<file path="config.mk">
export PLATFORM = sky130hd
export DESIGN_NAME = aes_round_sequencer
export DESIGN_NICKNAME = d
export VERILOG_FILES = /design/src/rtl/aes_round_sequencer.sv
export SDC_FILE = /design/constraint.sdc
export NUM_CORES = 1
export LEC_CHECK = 0
export CORE_MARGIN = 2
export CORE_UTILIZATION = 45
export CTS_BUF_LIST = sky130_fd_sc_hd__clkbuf_8
export DETAILED_ROUTE_END_ITERATION = 6
export HOLD_SLACK_MARGIN = 0.15
export PLACE_DENSITY = 0.83
export SLEW_MARGIN = 15
export SYNTH_ARGS = -nofsm -noshare
export SYNTH_HDL_FRONTEND = slang
export SYNTH_SLANG_ARGS = --single-unit
</file>
<file path="constraint.sdc">
create_clock -name clk -period 1.73 [get_ports clk]
set_input_delay 0.519 -clock clk [delete_from_list [all_inputs] [get_ports clk]]
set_output_delay 0.519 -clock clk [all_outputs]
set_load 0.005 [all_outputs]
</file>
<file path="src/rtl/aes_round_sequencer.sv">
// Control sequencer for an iterative AES-128 round datapath: accepts a block, strobes
// load / per-round update / key-step, flags the final round and hands the result downstream.
module aes_round_sequencer #(
    parameter int NR        = 10,
    parameter int ROUND_LAT = 1,
    parameter int CNT_W     = 16
) (
    input  logic             clk,
    input  logic             rst,
    input  logic             in_valid,
    output logic             in_ready,
    output logic             load_en,
    output logic             round_en,
    output logic             key_step,
    output logic [3:0]       round_idx,
    output logic             mix_bypass,
    output logic             busy,
    output logic             out_valid,
    input  logic             out_ready,
    output logic [CNT_W-1:0] blk_cnt
);

    typedef enum logic [1:0] {
        S_IDLE  = 2'd0,
        S_LOAD  = 2'd1,
        S_ROUND = 2'd2,
        S_DONE  = 2'd3
    } state_t;

    localparam logic [3:0] NR_IDX    = 4'(NR);
    localparam logic [2:0] WCNT_LAST = 3'(ROUND_LAT - 1);

    state_t             state_q, state_d;
    logic [3:0]         round_idx_q, round_idx_d;
    logic [2:0]         wcnt_q, wcnt_d;
    logic [CNT_W-1:0]   blk_cnt_q, blk_cnt_d;

    logic in_ready_c, load_en_c, round_en_c, key_step_c;
    logic mix_bypass_c, busy_c, out_valid_c;

    always_ff @(posedge clk) begin
        if (rst) begin
            state_q     <= S_IDLE;
            round_idx_q <= 4'd0;
            wcnt_q      <= 3'd0;
            blk_cnt_q   <= '0;
        end else begin
            state_q     <= state_d;
            round_idx_q <= round_idx_d;
            wcnt_q      <= wcnt_d;
            blk_cnt_q   <= blk_cnt_d;
        end
    end

    always_comb begin
        state_d      = state_q;
        round_idx_d  = round_idx_q;
        wcnt_d       = wcnt_q;
        blk_cnt_d    = blk_cnt_q;
        in_ready_c   = 1'b0;
        load_en_c    = 1'b0;
        round_en_c   = 1'b0;
        key_step_c   = 1'b0;
        mix_bypass_c = 1'b0;
        busy_c       = 1'b0;
        out_valid_c  = 1'b0;

        case (state_q)
            S_IDLE: begin
                in_ready_c = 1'b1;
                if (in_valid) begin
                    state_d     = S_LOAD;
                    round_idx_d = 4'd0;
                    wcnt_d      = 3'd0;
                end
            end
            S_LOAD: begin
                load_en_c   = 1'b1;
                key_step_c  = 1'b1;
                busy_c      = 1'b1;
                state_d     = S_ROUND;
                round_idx_d = 4'd1;
                wcnt_d      = 3'd0;
            end
            S_ROUND: begin
                busy_c       = 1'b1;
                mix_bypass_c = (round_idx_q == NR_IDX);
                if (wcnt_q == WCNT_LAST) begin
                    round_en_c = 1'b1;
                    wcnt_d     = 3'd0;
                    // The last round needs no further round key.
                    if (round_idx_q == NR_IDX) begin
                        state_d = S_DONE;
                    end else begin
                        key_step_c  = 1'b1;
                        round_idx_d = round_idx_q + 4'd1;
                    end
                end else begin
                    wcnt_d = wcnt_q + 3'd1;
                end
            end
            S_DONE: begin
                out_valid_c = 1'b1;
                if (out_ready) begin
                    blk_cnt_d   = blk_cnt_q + CNT_W'(1);
                    state_d     = S_IDLE;
                    round_idx_d = 4'd0;
                end
            end
            default: begin
                state_d     = S_IDLE;
                round_idx_d = 4'd0;
                wcnt_d      = 3'd0;
            end
        endcase
    end

    // Outputs are forced low while reset is asserted, even before the first reset edge.
    assign in_ready   = in_ready_c   & ~rst;
    assign load_en    = load_en_c    & ~rst;
    assign round_en   = round_en_c   & ~rst;
    assign key_step   = key_step_c   & ~rst;
    assign mix_bypass = mix_bypass_c & ~rst;
    assign busy       = busy_c       & ~rst;
    assign out_valid  = out_valid_c  & ~rst;
    assign round_idx  = rst ? 4'd0 : round_idx_q;
    assign blk_cnt    = rst ? '0 : blk_cnt_q;

endmodule

</file>
### Metal 1

Bar = 20 um. Supply wires on this layer in gray.
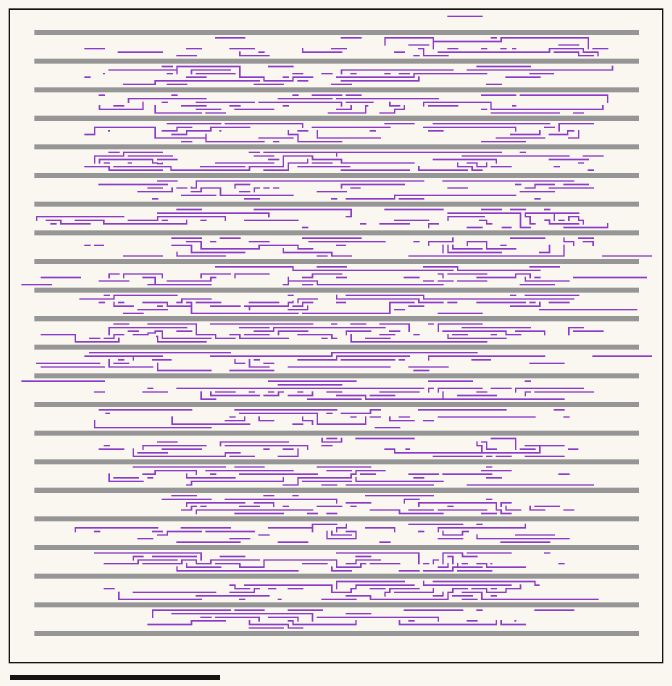
longest straight run: 23.5 um
share of all routed wire: 41%
main direction: horizontal
wire length on this layer: 2450 um
nets with wire on the layer: 269
routed wire length: 5900 um
via count: 1787

### M2 wires

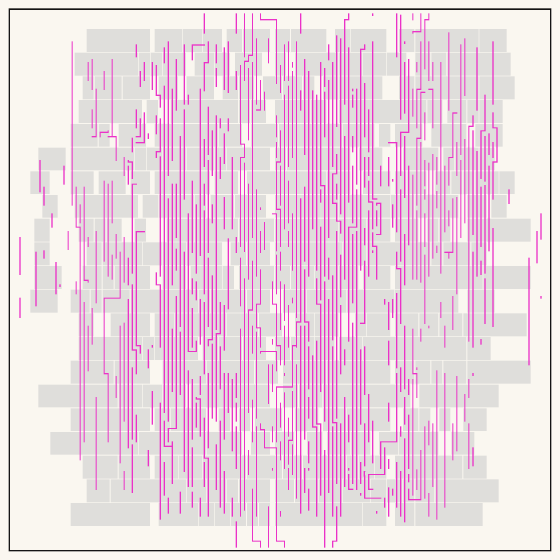
nets with wire on the layer: 266
longest straight run: 37.4 um
main direction: vertical
wire length on this layer: 2960 um
share of all routed wire: 50%

==> reports/summary.json <==
{
  "hpwlAfterDp": {"value": 2630, "unit": "um"},
  "cts_max_path_buffers": {"value": 2},
  "place.port_buffers": {"value": 30},
  "path_depth": {"value": 7},
  "setup_slack": {"value": -0.216, "unit": "ns"},
  "place_ws": {"value": -0.720, "unit": "ns"},
  "grt_first_pass_wirelength": {"value": 7800, "unit": "um"},
  "synth-compound-area-share": {"value": 10.4, "unit": "%"},
  "die.size.x": {"value": 62.0, "unit": "um"},
  "cts.reportedPaths.clkPinSlew": {"value": 0.10, "unit": "ns"},
  "violations": {"value": "negative setup slack"},
  "mux_share": {"value": 2.81, "unit": "%"},
  "status": {"value": "finished, violations left"},
  "synth-seq-cells": {"value": 25},
  "finalCoreUtilization": {"value": 82.2, "unit": "%"},
  "biggestRegsByFlops": {"value": "blk_cnt_q x16, round_idx_q x4, wcnt_q x3"},
  "insertion_delay": {"value": 0.28, "unit": "ns"},
  "setup_repair_after_global_routing_missed_its_margin": {"value": "yes"},
  "cts.sinks": {"value": 25},
  "fin_total_pwr": {"value": 2.32, "unit": "mW"},
  "synth_top_area_share": {"value": 33.1, "unit": "%"},
  "power_leakage": {"value": 1.20, "unit": "nW"},
  "crit-reg2reg-capture": {"value": "round_idx_q[0]$_SDFFE_PP0P_"},
  "drt-vias-per-instance": {"value": 5.52},
  "route.layer.met1.wl": {"value": 2450, "unit": "um"},
  "number_of_synthesized_flops_with_an_enable_pin": {"value": 0},
  "power.share.clock": {"value": 15.7, "unit": "%"},
  "io_pins": {"value": 31},
  "numCtsBuffers": {"value": 3},
  "post-synth-top-area-cell": {"value": "sky130_fd_sc_hd__dfxtp_1"},
  "detail-route-antenna-nets": {"value": 0},
  "floorplan.core_area": {"value": 0.00328, "unit": "mm2"},
  "xor_xnor_area_share": {"value": 5.21, "unit": "%"},
  "yosys.area_share.adder": {"value": 9.10, "unit": "%"},
  "use_met1": {"value": 34.4, "unit": "%"},
  "finalSetupViolCount": {"value": 20},
  "setup_crit_end_kind": {"value": "output pin"},
  "max_cap_viol_count": {"value": 0},
  "fin_worst_skew": {"value": 0.00942, "unit": "ns"}
}
==> through the flow <==
step	hold WS, ns	area [um2]
after global routing	0.528	2700
final	0.499	2700
after detailed placement	0.482	2180
after floorplan	0.442	1510
after CTS	0.483	2500
after global placement	0.467	2180
==> area by class of cell <==
class / instances / share of cell area (%)
clock buffer: 3 / 1.53
clock inverter: 1 / 0.185
inverter: 10 / 1.58
multi-input combinational: 146 / 46.2
sequential: 25 / 19.0
tap: 46 / 2.13
timing repair buffer: 93 / 29.4
==> placed cells by master, fill, tap and decap left out, types with 5 or more instances in the layout <==
| master | n |
|---|---|
| sky130_fd_sc_hd__nor2b_1 | 13 |
| sky130_fd_sc_hd__buf_4 | 48 |
| sky130_fd_sc_hd__a21oi_1 | 7 |
| sky130_fd_sc_hd__ha_4 | 6 |
| sky130_fd_sc_hd__buf_6 | 9 |
| sky130_fd_sc_hd__nor2_1 | 20 |
| sky130_fd_sc_hd__nor2_2 | 6 |
| sky130_fd_sc_hd__ha_1 | 5 |
| sky130_fd_sc_hd__dfxtp_2 | 6 |
| sky130_fd_sc_hd__nand3_1 | 7 |
| sky130_fd_sc_hd__nor2b_4 | 5 |
| sky130_fd_sc_hd__dfxtp_1 | 18 |
| sky130_fd_sc_hd__buf_2 | 22 |
| sky130_fd_sc_hd__xor2_1 | 6 |
| sky130_fd_sc_hd__nand4_1 | 5 |
| sky130_fd_sc_hd__dlygate4sd2_1 | 5 |
| sky130_fd_sc_hd__nand2_1 | 12 |
==> power groups by stage <==
stage	clock network [mW]	logic, mW	registers, mW
global placement	0	0.749	0.637
floorplan	0	0.376	0.643
global route	0.396	1.36	0.650
CTS	0.357	1.04	0.638
detailed placement	0	0.766	0.640
finish	0.364	1.31	0.646
Power and IR drop assume default switching activity.
